===== src/rtl/game_ctrl_if.sv =====
// Game controller bus: keyboard bytes, vsync and game events in;
// physics strobe, paddle direction, launch, state and lives out.
// master = stimulus/game-logic side, slave = the controller itself.
interface game_ctrl_if;
  logic [7:0] ps2_byte;
  logic       ps2_valid;
  logic       vs;
  logic       ball_lost;
  logic       bricks_clear;
  logic       update_en;
  logic [1:0] paddle_dir;
  logic       launch;
  logic [2:0] state;
  logic [2:0] lives;

  modport master (
    output ps2_byte, ps2_valid, vs, ball_lost, bricks_clear,
    input  update_en, paddle_dir, launch, state, lives
  );

  modport slave (
    input  ps2_byte, ps2_valid, vs, ball_lost, bricks_clear,
    output update_en, paddle_dir, launch, state, lives
  );
endinterface


===== src/rtl/game_ctrl.sv =====
// Breakout-style game sequencer: PS/2 scan decode, vsync-derived update
// tick, paddle direction and game state/lives tracking.
// Optional pause feature: define GAME_CTRL_PAUSE_EN.
//
// state | meaning
// IDLE  | waiting for space to start a new game
// SERVE | ball on paddle, space launches it
// PLAY  | ball in motion
// PAUSE | frozen, P resumes (GAME_CTRL_PAUSE_EN only)
// OVER  | no lives left, space returns to IDLE
// WIN   | all bricks cleared, space returns to IDLE
module game_ctrl #(
  parameter int FRAME_DIV  = 2,
  parameter int LIVES_INIT = 3
) (
  input  logic          clk_in,
  input  logic          reset,
  game_ctrl_if.slave    gc_if
);

  typedef enum logic [2:0] {
    ST_IDLE  = 3'd0,
    ST_SERVE = 3'd1,
    ST_PLAY  = 3'd2,
    ST_PAUSE = 3'd3,
    ST_OVER  = 3'd4,
    ST_WIN   = 3'd5
  } state_t;

  localparam logic [3:0] FDIV_M1 = 4'(FRAME_DIV - 1);
  localparam logic [2:0] LIVES0  = 3'(LIVES_INIT);

  state_t     state_q, state_d;
  logic [2:0] lives_q, lives_d;
  logic       vs_s1_q, vs_s2_q, vs_s3_q;
  logic       frame_evt;
  logic [3:0] fcnt_q, fcnt_d;
  logic       upd_q, upd_d;
  logic       launch_q, launch_d;
  logic       ext_q, ext_d, brk_q, brk_d;
  logic       left_q, left_d, right_q, right_d;
  logic [1:0] dir_q, dir_d;
  logic       key_evt, space_press;
`ifdef GAME_CTRL_PAUSE_EN
  logic       p_press;
`endif

  // Sync flops reset low so a fresh high-then-low vs is needed for a frame.
  assign frame_evt = vs_s3_q & ~vs_s2_q;

  // Scan-code prefix tracking and held-key state.
  always_comb begin
    ext_d   = ext_q;
    brk_d   = brk_q;
    left_d  = left_q;
    right_d = right_q;
    key_evt = 1'b0;
    if (gc_if.ps2_valid) begin
      if (gc_if.ps2_byte == 8'hE0) begin
        ext_d = 1'b1;
      end else if (gc_if.ps2_byte == 8'hF0) begin
        brk_d = 1'b1;
      end else begin
        key_evt = 1'b1;
        ext_d   = 1'b0;
        brk_d   = 1'b0;
        if (gc_if.ps2_byte == 8'h6B) left_d  = ~brk_q;
        if (gc_if.ps2_byte == 8'h74) right_d = ~brk_q;
      end
    end
  end

  assign space_press = key_evt & ~brk_q & (gc_if.ps2_byte == 8'h29);
`ifdef GAME_CTRL_PAUSE_EN
  assign p_press     = key_evt & ~brk_q & (gc_if.ps2_byte == 8'h4D);
`endif

  // Game state sequencing; ball/brick events outrank key commands.
  always_comb begin
    state_d  = state_q;
    lives_d  = lives_q;
    launch_d = 1'b0;
    case (state_q)
      ST_IDLE: if (space_press) begin
        state_d = ST_SERVE;
        lives_d = LIVES0;
      end
      ST_SERVE: if (space_press) begin
        state_d  = ST_PLAY;
        launch_d = 1'b1;
      end
      ST_PLAY: begin
        if (gc_if.bricks_clear) begin
          state_d = ST_WIN;
        end else if (gc_if.ball_lost) begin
          if (lives_q > 3'd1) begin
            state_d = ST_SERVE;
            lives_d = lives_q - 3'd1;
          end else begin
            state_d = ST_OVER;
            lives_d = 3'd0;
          end
        end
`ifdef GAME_CTRL_PAUSE_EN
        else if (p_press) begin
          state_d = ST_PAUSE;
        end
`endif
      end
`ifdef GAME_CTRL_PAUSE_EN
      ST_PAUSE: if (p_press) state_d = ST_PLAY;
`endif
      ST_OVER, ST_WIN: if (space_press) state_d = ST_IDLE;
      default: state_d = ST_IDLE;
    endcase
  end

  // Frame divider runs only while the ball is in service or play.
  always_comb begin
    fcnt_d = fcnt_q;
    upd_d  = 1'b0;
    if ((state_q == ST_SERVE || state_q == ST_PLAY) && frame_evt) begin
      if (fcnt_q == FDIV_M1) begin
        fcnt_d = 4'd0;
        upd_d  = 1'b1;
      end else begin
        fcnt_d = fcnt_q + 4'd1;
      end
    end
  end

  // Paddle direction from next-cycle held keys, gated by next state.
  always_comb begin
    dir_d = 2'b00;
    if (state_d == ST_SERVE || state_d == ST_PLAY) begin
      case ({right_d, left_d})
        2'b01:   dir_d = 2'b01;
        2'b10:   dir_d = 2'b10;
        default: dir_d = 2'b00;
      endcase
    end
  end

  // All state and output registers.
  always_ff @(posedge clk_in or posedge reset) begin
    if (reset) begin
      state_q  <= ST_IDLE;
      lives_q  <= LIVES0;
      vs_s1_q  <= 1'b0;
      vs_s2_q  <= 1'b0;
      vs_s3_q  <= 1'b0;
      fcnt_q   <= 4'd0;
      upd_q    <= 1'b0;
      launch_q <= 1'b0;
      ext_q    <= 1'b0;
      brk_q    <= 1'b0;
      left_q   <= 1'b0;
      right_q  <= 1'b0;
      dir_q    <= 2'b00;
    end else begin
      state_q  <= state_d;
      lives_q  <= lives_d;
      vs_s1_q  <= gc_if.vs;
      vs_s2_q  <= vs_s1_q;
      vs_s3_q  <= vs_s2_q;
      fcnt_q   <= fcnt_d;
      upd_q    <= upd_d;
      launch_q <= launch_d;
      ext_q    <= ext_d;
      brk_q    <= brk_d;
      left_q   <= left_d;
      right_q  <= right_d;
      dir_q    <= dir_d;
    end
  end

  assign gc_if.state      = state_q;
  assign gc_if.lives      = lives_q;
  assign gc_if.update_en  = upd_q;
  assign gc_if.launch     = launch_q;
  assign gc_if.paddle_dir = dir_q;

endmodule

===== src/flat_wrapper.sv =====
// flat-port wrapper written by rule: the top's interface ports become plain ports
module game_ctrl_flat 
#(
  parameter int FRAME_DIV  = 2,
  parameter int LIVES_INIT = 3
)
  (clk_in, reset, gc_if_ps2_byte, gc_if_ps2_valid, gc_if_vs, gc_if_ball_lost, gc_if_bricks_clear, gc_if_update_en, gc_if_paddle_dir, gc_if_launch, gc_if_state, gc_if_lives);
  game_ctrl_if gc_if_i ();
  input  logic clk_in;
  input  logic reset;
  input wire logic [$bits(gc_if_i.ps2_byte)-1:0] gc_if_ps2_byte;
  input wire logic [$bits(gc_if_i.ps2_valid)-1:0] gc_if_ps2_valid;
  input wire logic [$bits(gc_if_i.vs)-1:0] gc_if_vs;
  input wire logic [$bits(gc_if_i.ball_lost)-1:0] gc_if_ball_lost;
  input wire logic [$bits(gc_if_i.bricks_clear)-1:0] gc_if_bricks_clear;
  output wire logic [$bits(gc_if_i.update_en)-1:0] gc_if_update_en;
  output wire logic [$bits(gc_if_i.paddle_dir)-1:0] gc_if_paddle_dir;
  output wire logic [$bits(gc_if_i.launch)-1:0] gc_if_launch;
  output wire logic [$bits(gc_if_i.state)-1:0] gc_if_state;
  output wire logic [$bits(gc_if_i.lives)-1:0] gc_if_lives;
  assign gc_if_i.ps2_byte = gc_if_ps2_byte;
  assign gc_if_i.ps2_valid = gc_if_ps2_valid;
  assign gc_if_i.vs = gc_if_vs;
  assign gc_if_i.ball_lost = gc_if_ball_lost;
  assign gc_if_i.bricks_clear = gc_if_bricks_clear;
  assign gc_if_update_en = gc_if_i.update_en;
  assign gc_if_paddle_dir = gc_if_i.paddle_dir;
  assign gc_if_launch = gc_if_i.launch;
  assign gc_if_state = gc_if_i.state;
  assign gc_if_lives = gc_if_i.lives;
  game_ctrl #(.FRAME_DIV(FRAME_DIV), .LIVES_INIT(LIVES_INIT)) u_core (.clk_in(clk_in), .reset(reset), .gc_if(gc_if_i));
endmodule

===== config.mk =====
export PLATFORM = sky130hd
export DESIGN_NAME = game_ctrl_flat
export DESIGN_NICKNAME = d
export VERILOG_FILES = /design/src/rtl/game_ctrl_if.sv /design/src/rtl/game_ctrl.sv /design/src/flat_wrapper.sv
export SDC_FILE = /design/constraint.sdc
export NUM_CORES = 1
export LEC_CHECK = 0
export ABC_AREA = 1
export CORE_MARGIN = 2
export CORE_UTILIZATION = 40
export CTS_CLUSTER_DIAMETER = 50
export DETAILED_ROUTE_END_ITERATION = 10
export PLACE_DENSITY = 0.64
export SLEW_MARGIN = 30
export SYNTH_ARGS = -nofsm -noshare
export SYNTH_HDL_FRONTEND = slang
export SYNTH_SLANG_ARGS = --single-unit

===== constraint.sdc =====
create_clock -name clk_in -period 1.5 [get_ports clk_in]
set_input_delay 0.3 -clock clk_in [delete_from_list [all_inputs] [get_ports clk_in]]
set_output_delay 0.3 -clock clk_in [all_outputs]
set_load 0.005 [all_outputs]

==> metrics.cfg, run 1 <==
[worst_setup_path]
critical-path-top-delay-family=flip-flops
critPathBufInv=2
r2r_start=u_core.gc_if.lives[0]
slowest_stage=dfstp_2
end_kind=flop
critPathLaunchType=flop
crit_arrival_ns=1.69
critPathKind=reg -> reg
cp.required_ns=1.70

[synth]
yosys.area_share.simple_pct=32.0
top_area_cell=dfrtp_1
area_leaders=dfrtp_1 41%, nand2_1 7.8%, inv_1 6.8%
synth.distinct_cells=27

[cts]
cts_sinks=20
clockRootBuffer=clkbuf_4

[placed_design]
postPlaceCellArea_um2=1420

[drt]
via_per_inst=4.75
drtAntennaViolNets=0
met3_length_um=109
highest_layer=met4

[final_layout]
drive_gt1_share_pct=42.5
finalInstanceArea_um2=1670
area_delta_synth_final_pct=51.6
fin_nets=196
antenna_cells=0

[global_routing]
overflow=0
grt_pass1_vias=925
antenna_found_initial=0
grt_max_degree=21

[sta]
setup_ws_ns=0.0153
setup_viol=0
rsz0062_at_grt=true

[outcome]
status=complete, no violations

-- run 1: cells in the final DEF (no fill, tap or decap), types with 2 or more instances in the layout --
cell and n:
dlygate4sd2_1 2, inv_1 16, nand3_2 4, a21oi_2 8
inv_2 8, nand4_1 3, clkdlybuf4s50_1 15, nor2_4 6
dfstp_2 2, clkbuf_4 3, nand2_1 20, buf_4 17
a21oi_1 2, dlymetal6s2s_1 5, nand3_1 3, nand2_2 6
dfrtp_1 17, nor2_2 8, xor2_1 2, nor2_1 11
-- run 1: worst register-to-register path, stage by stage (launching register included) --
cell and delay [ns]:
dfstp_2 0.57, buf_4 0.11, inv_2 0.05, ha_2 0.18
xnor2_1 0.26, nor3_4 0.07, nor2_4 0.11, a21oi_2 0.03
-- run 1: area by class of cell --
class,count,area (um2),share of cell area (%)
multi-input combinational,89,619,37.1
sequential,20,504,30.2
timing repair buffer,41,374,22.4
inverter,25,96.3,5.77
tap,31,38.8,2.32
clock buffer,4,36.3,2.17
-- run 1: synthesized netlist by cell type --
cell type,count
inv_2,5
o21bai_1,1
nand4_1,3
and2_4,1
nor2_2,8
or2_2,1
o21ai_0,1
a21oi_1,8
nor2_4,3
dfrtp_1,18
and3_1,1
nor4_1,1
ha_1,2
nand2_1,23
xnor2_1,1
nand3_2,3
xor2_1,2
nand3_1,5
a21oi_2,3
nor2_1,14
nor3_1,2
inv_1,20
nand2_2,3
dfstp_2,2
o21a_1,1
o21ai_2,1
o21ai_1,1
-- run 1: report_power, final --
| part | switching (mW) | leakage [nW] | internal, mW |
|---|---|---|---|
| registers | 0.0188 | 0.245 | 0.575 |
| logic | 0.139 | 0.546 | 0.130 |
| clock network | 0.161 | 0.0210 | 0.148 |
| total | 0.319 | 0.812 | 0.853 |
-- run 1: state kept, by name (all words and copies together) (netlist names) --
register                 count
u_core.gc_if.paddle_dir      2
u_core.gc_if.state           3
u_core.left_q                1
u_core.vs_s1_q               1
u_core.fcnt_q                4
u_core.vs_s3_q               1
u_core.gc_if.lives           3
u_core.right_q               1
u_core.vs_s2_q               1
u_core.brk_q                 1
u_core.gc_if.launch          1
u_core.gc_if.update_en       1
-- run 1: worst max-delay path by stage --
stage,cells past startpoint,startpoint,to,slack (ns)
after floorplan,8,u_core.gc_if.lives[0],u_core.gc_if.paddle_dir[0],0.09
after global placement,9,gc_if_ps2_byte[3],u_core.gc_if.lives[2],-0.27
after detailed placement,9,gc_if_ps2_byte[3],u_core.gc_if.lives[2],-0.29
after CTS,1,u_core.gc_if.state[2],gc_if_state[2],0.003
after global routing,7,u_core.gc_if.lives[0],u_core.gc_if.lives[2],-0.05
final,7,u_core.gc_if.lives[0],u_core.gc_if.lives[2],0.02
-- run 1: timing repair --
action	in CTS	in global routing
setup buffers	6	5
hold buffers	0	0
setup endpoints to repair	7	12
gates resized	15	28
pin swaps	7	19
-- run 1: metal layers --
metal	global-route usage (%)	vias to the layer above
met3	4.38	2
met1	17.8	464
li1	-	508
met2	26.2	23
met5	0	-
met4	5.10	0
Run 1, register map, names as in the netlist:
Other sequential cells in the stronger grey, the rest of the logic in the fainter grey.
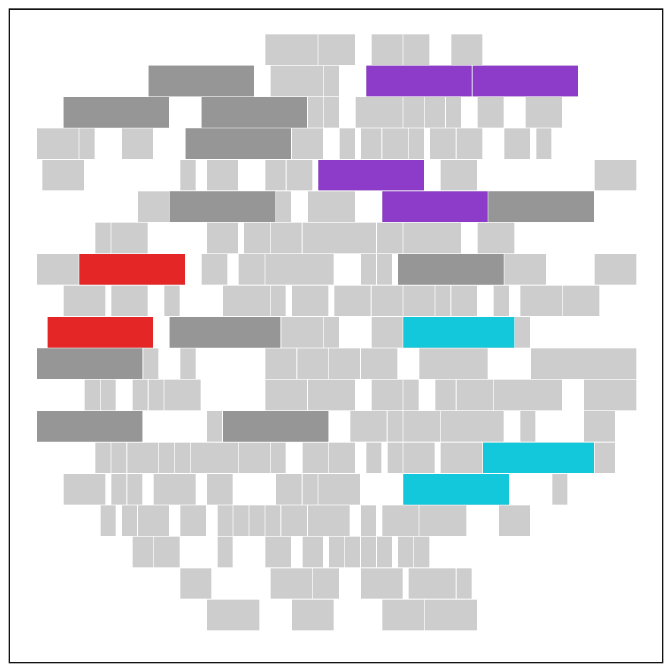
u_core.gc_if.paddle_dir: in red, flops 2. u_core.gc_if.lives: in cyan, flops 3. u_core.fcnt_q: in purple, flops 4.
Another 11 sequential cells are not coloured.

Run 1, clock distribution:
The bar under the picture is 20 um long.
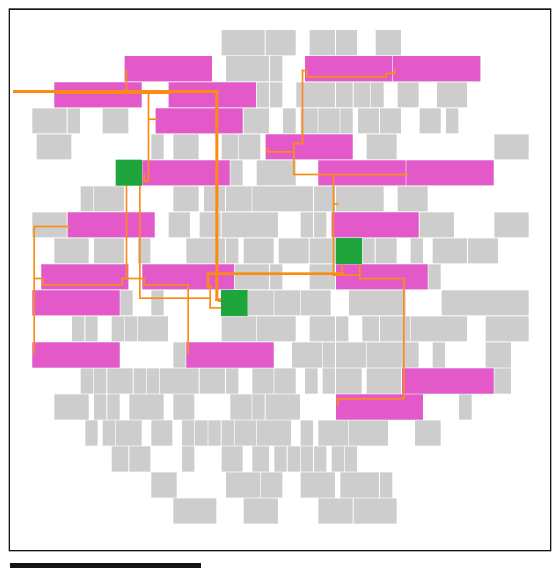
flip-flops: in magenta, count 20. clock wires: in orange, length 248 um. cells driving clock nets: in green, count 3.
There are 4 routed clock nets.

Run 1, track usage over the die:
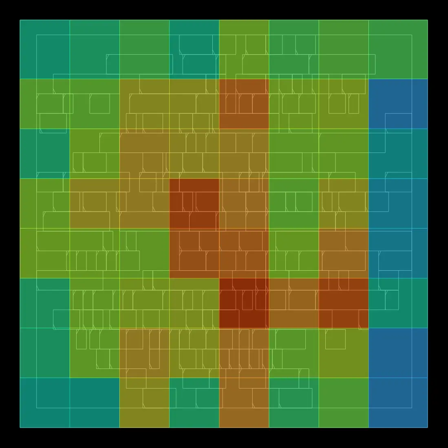
M1 GR Usage: 17.8%
Routed WL per cell: 11.7 um
most crowded layer after global routing: met2
Tot GR Track Use: 15.2%
final core utilization: 62.1%

Run 1, metal layers overlaid:
The bar under the picture is 20 um long.
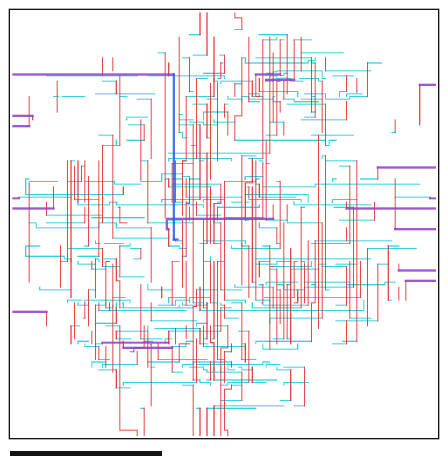

==> run 1 -> run 2 <==
--- a/config.mk
+++ b/config.mk
@@ -10,7 +10,7 @@
 export CORE_UTILIZATION = 40
 export CTS_CLUSTER_DIAMETER = 50
 export DETAILED_ROUTE_END_ITERATION = 10
-export PLACE_DENSITY = 0.64
+export PLACE_DENSITY = 0.65
 export SLEW_MARGIN = 30
 export SYNTH_ARGS = -nofsm -noshare
 export SYNTH_HDL_FRONTEND = slang
Run 2, metal layers overlaid:
The bar under the picture is 20 um long.
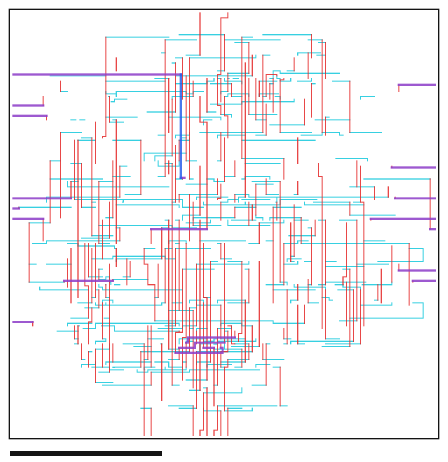
met2: in red, wire length 1220 um. met3: in purple, wire length 114 um. met4: in blue, wire length 13.6 um. met1: in cyan, wire length 1070 um.

==> metrics.cfg, run 2 <==
[synth]
top_area_cell=dfrtp_1  ; unchanged
top_cell=nand2_1  ; unchanged
synth_area_per_cell_um2=8.22  ; unchanged
edf_count=0  ; unchanged
ys.flop_type=dfrtp_1  ; unchanged
area_leaders=dfrtp_1 41%, nand2_1 7.8%, inv_1 6.8%  ; unchanged
yosys.area_share.simple_pct=32.0  ; unchanged
synthTopCellsByCount=23 x nand2_1, 20 x inv_1, 18 x dfrtp_1  ; unchanged
synth.distinct_cells=27  ; unchanged

[worst_setup_path]
critPathBufInv=2  ; unchanged
critical-path-top-delay-family=flip-flops  ; unchanged
crit_arrival_ns=1.72  ; was 1.69 ns
critPathKind=reg -> reg  ; unchanged
slowest_stage=dfstp_2  ; unchanged
r2r_start=u_core.gc_if.lives[1]  ; was u_core.gc_if.lives[0]
end_kind=flop  ; unchanged
critPathLaunchType=flop  ; unchanged
cp.required_ns=1.73  ; was 1.70 ns

[final_layout]
largest_reg_flops=4  ; unchanged
antenna_cells=0  ; unchanged
drive_gt1_share_pct=39.4  ; was 42.5%
fill_cells=244  ; was 231
fin_nets=192  ; was 196
regMostFlops=u_core.fcnt_q  ; unchanged
mostFrequentLayoutCells=18 x nand2_1, 18 x dfrtp_1, 16 x inv_1  ; was 20 x nand2_1, 17 x buf_4, 17 x dfrtp_1
area_delta_synth_final_pct=51.8  ; was 51.6%
finalInstanceArea_um2=1670  ; about the same

[global_routing]
grt_max_degree=21  ; unchanged
overflow=0  ; unchanged
antenna_found_initial=0  ; unchanged
grt_pass1_vias=976  ; was 925

[placed_design]
postPlaceCellArea_um2=1420  ; unchanged

[cts]
cts_sinks=20  ; unchanged
clockRootBuffer=clkbuf_4  ; unchanged

[run]
warnings=29  ; was 28

[outcome]
status=complete, no violations  ; unchanged

Run 2, track usage over the die:
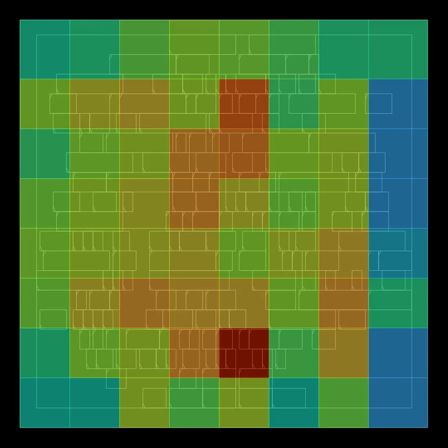
Tot GR Track Use: 15.9%
final core utilization: 62.2%
Routed WL per cell: 11.7 um

-- run 2: cell types whose count changed in the layout (fill, tap and decap cells not counted), moves of 2 or more --
cell	before	now
clkdlybuf4s50_1	15	8
a21oi_1	2	5
nand2_1	20	18
nand2_2	6	8
dlymetal6s2s_1	5	12
buf_4	17	13
a21oi_2	8	6
-- run 2: what timing repair did --
action | in CTS | in global routing
pin swaps | 5 | 18
hold buffers | 0 | 0
buffers inserted | 6 | 3
gates resized | 9 | 38
setup endpoints to repair | 9 | 14
-- run 2: cell type report --
cell class / count / area (um2) / area share (%)
Inverter: 25 / 98.8 / 5.91
Sequential cell: 20 / 503 / 30.1
Multi-Input combinational cell: 89 / 613 / 36.7
Tap cell: 31 / 38.8 / 2.32
Timing Repair Buffer: 37 / 365 / 21.9
Clock buffer: 3 / 22.5 / 1.35
Clock inverter: 1 / 30.0 / 1.80
-- run 2: stage by stage --
stage	setup slack [ns]	TNS, ns
floorplan	0.0864	0
global placement	-0.274	-1.86
detailed placement	-0.298	-2.20
CTS	-0.0607	-0.128
global route	-0.0923	-0.283
finish	0.00906	0
-- run 2: worst min-delay path, stage by stage --
cell and delay, ns:
clkdlybuf4s50_1 0.39, inv_1 0.05, buf_4 0.25
-- run 2: worst max path at each step --
| stage | from | end | slack, ns | depth (start not counted) |
|---|---|---|---|---|
| 3_3_place_gp | gc_if_ps2_byte[3] | u_core.gc_if.lives[2] | -0.27 | 9 |
| 6_report | u_core.gc_if.lives[1] | u_core.gc_if.paddle_dir[0] | 0.009 | 9 |
| 2_1_floorplan | u_core.gc_if.lives[0] | u_core.gc_if.paddle_dir[0] | 0.09 | 8 |
| 3_5_place_dp | gc_if_ps2_byte[3] | u_core.gc_if.lives[2] | -0.30 | 9 |
| 4_1_cts | u_core.gc_if.lives[0] | u_core.gc_if.paddle_dir[1] | -0.06 | 9 |
| 5_1_grt | u_core.gc_if.lives[1] | u_core.gc_if.paddle_dir[0] | -0.09 | 9 |
-- run 2: report_power, final --
part           internal (mW)  switching [mW]
combinational          0.116           0.139
sequential             0.575          0.0201
clock                  0.270           0.165
total                  0.961           0.324
-- run 2: logic make-up after synthesis --
kind of cell / Yosys count
XOR/XNOR: 3
AND/OR/NAND/NOR: 68
buffers and inverters: 25
AND-OR/OR-AND: 16
adder cells (fa/ha/maj): 2
flip-flops: 20
-- run 2: routing by layer --
layer / track usage, % / share of wire [%] / up-vias
li1: - / - / 501
met1: 20.5 / 44 / 456
met2: 25.9 / 50 / 26
met3: 3.23 / 4.7 / 2
met4: 6.46 / 0.54 / 0
met5: 0 / 0 / -
==> run 2 -> run 3 <==
--- a/config.mk
+++ b/config.mk
@@ -10,6 +10,7 @@
 export CORE_UTILIZATION = 40
 export CTS_CLUSTER_DIAMETER = 50
 export DETAILED_ROUTE_END_ITERATION = 10
+export GPL_TIMING_DRIVEN = 1
 export PLACE_DENSITY = 0.65
 export SLEW_MARGIN = 30
 export SYNTH_ARGS = -nofsm -noshare
==> metrics.cfg, run 3 <==
[outcome]
status=complete, no violations  ; unchanged

[placed_design]
postPlaceCellArea_um2=1420  ; unchanged

[sta]
rsz0062_at_grt=true  ; unchanged
tns_ns=0  ; unchanged
hold_viol_final=0  ; unchanged
setup_viol=0  ; unchanged

[cts]
numCtsBuffers=3  ; unchanged
hold_buffers=0  ; unchanged
clk_pin_slew_ns=0.12  ; about the same
clockRootBuffer=clkbuf_4  ; unchanged
cts_sinks=20  ; unchanged

[synth]
synth.distinct_cells=27  ; unchanged
ys_async_sr_fraction_pct=100  ; unchanged
synthTopCellsByCount=23 x nand2_1, 20 x inv_1, 18 x dfrtp_1  ; unchanged
ys.flop_type=dfrtp_1  ; unchanged
top_cell=nand2_1  ; unchanged
synth_area_per_cell_um2=8.22  ; unchanged

[drt]
via_per_inst=4.78  ; unchanged
drtAntennaViolNets=0  ; unchanged
wl_per_cell_um=11.7  ; unchanged

[final_layout]
drive_gt1_share_pct=39.4  ; unchanged
area_delta_synth_final_pct=51.8  ; unchanged
finalInstanceArea_um2=1670  ; unchanged
largest_reg_flops=4  ; unchanged
antenna_cells=0  ; unchanged
mostFrequentLayoutCells=18 x nand2_1, 18 x dfrtp_1, 16 x inv_1  ; unchanged
fin_util_pct=62.2  ; unchanged
fin_nets=192  ; unchanged
regMostFlops=u_core.fcnt_q  ; unchanged

[global_routing]
antenna_found_initial=0  ; unchanged
overflow=0  ; unchanged
grt_pass1_vias=976  ; unchanged
grt_max_degree=21  ; unchanged
grt_use_total_pct=15.9  ; unchanged
grt_pass1_wl_um=4000  ; unchanged

[worst_setup_path]
slowest_stage=dfstp_2  ; unchanged
critPathBufInv=2  ; unchanged
crit_start=u_core.gc_if.lives[1]  ; unchanged
crit_arrival_ns=1.72  ; about the same
critical-path-top-delay-family=flip-flops  ; unchanged
r2r_start=u_core.gc_if.lives[1]  ; unchanged
cp.required_ns=1.73  ; about the same
end_kind=flop  ; unchanged
critPathKind=reg -> reg  ; unchanged

[run]
maxCapViolations=0  ; unchanged
warnings=29  ; unchanged

[run 3: power breakdown]
group	leakage [nW]	switching (mW)	internal [mW]
Combinational	0.606	0.139	0.116
Clock	0.0279	0.165	0.270
Sequential	0.246	0.0201	0.575
Total	0.880	0.324	0.961
[run 3: worst min-delay path, stage by stage]
cell             delay [ns]
clkdlybuf4s50_1        0.39
inv_1                  0.05
buf_4                  0.25
[run 3: kinds of logic after synthesis]
logic type	Yosys count	share of synthesized area [%]
DFF	20	45.7
and+or+nand+nor	68	32.0
adders and majority gates	2	2.27
AOI/OAI and AO/OA	16	9.09
buffers and inverters	25	8.52
xor gates and xnor gates	3	2.39
[run 3: area by class of cell]
| class | instances | area (um2) |
|---|---|---|
| Inverter | 25 | 98.8 |
| Clock inverter | 1 | 30.0 |
| Sequential cell | 20 | 503 |
| Multi-Input combinational cell | 89 | 613 |
| Timing Repair Buffer | 37 | 365 |
| Tap cell | 31 | 38.8 |
| Clock buffer | 3 | 22.5 |
| Fill cell | 244 | 1010 |
[run 3: through the flow]
stage | setup slack, ns | hold WS (ns)
after floorplan | 0.0864 | 0.262
after global placement | -0.274 | 0.338
after detailed placement | -0.298 | 0.336
after CTS | -0.0607 | 0.299
after global routing | -0.0923 | 0.346
final | 0.00906 | 0.301
[run 3: repair_timing]
item,4_1_cts,5_1_grt
gates resized,9,38
setup buffers,6,3
endpoints found under the setup margin,9,14
endpoints found under the hold margin,0,0
pin swaps,5,18
[run 3: routing by layer]
metal	up-vias	wire length (um)	part of all wire [%]	global-route usage [%]
li1	501	-	-	-
met1	456	1070	44	20.5
met2	26	1220	50	25.9
met3	2	113	4.7	3.23
met4	0	13	0.54	6.46
met5	-	0	0	0
[run 3: worst paths after layout]
| kind | cells after the start | endpoint | slack [ns] |
|---|---|---|---|
| max | 9 | u_core.gc_if.paddle_dir[0] | 0.009 |
| min | 3 | u_core.gc_if.state[1] | 0.30 |
| max reg2reg | 9 | u_core.gc_if.paddle_dir[0] | 0.009 |
| min reg2reg | 0 | u_core.vs_s2_q | 0.36 |
| max in group asynchronous | 3 | u_core.gc_if.lives[0] | 0.93 |
| min in group clk_in | 0 | u_core.vs_s2_q | 0.36 |
Run 3, track usage over the die:
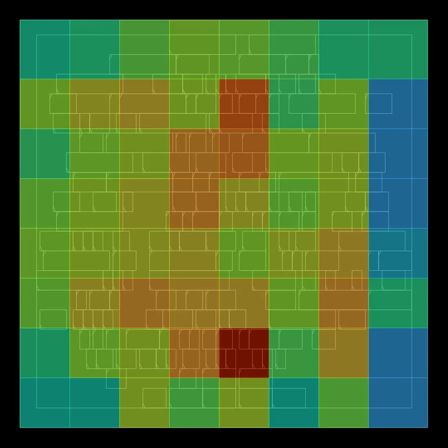
met2 Use GR: 25.9%
M3 GR Usage: 3.23%
M1 GR Usage: 20.5%

Run 3, clock distribution:
The bar under the picture is 20 um long.
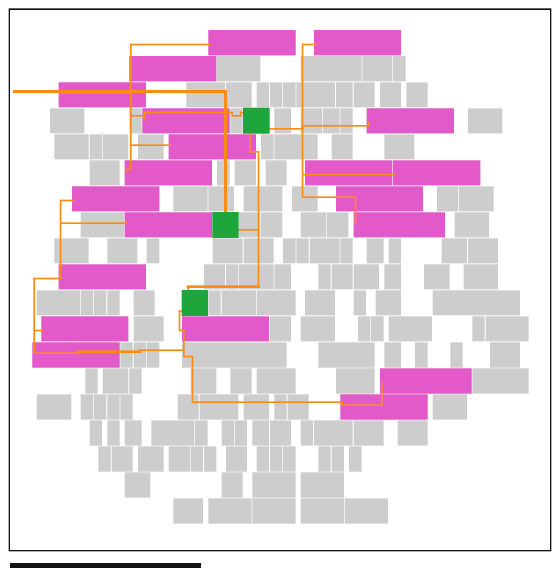
clock wires: in orange, length 241 um. flip-flops: in magenta, count 20. cells driving clock nets: in green, count 3.
There are 4 routed clock nets.
Late-Pin Clk Latency: 0.30 ns
clock network power: 0.435 mW
final clock skew: 0.00636 ns
Clock Power Share: 33.8%

Power is estimated from default activity; no workload was simulated.
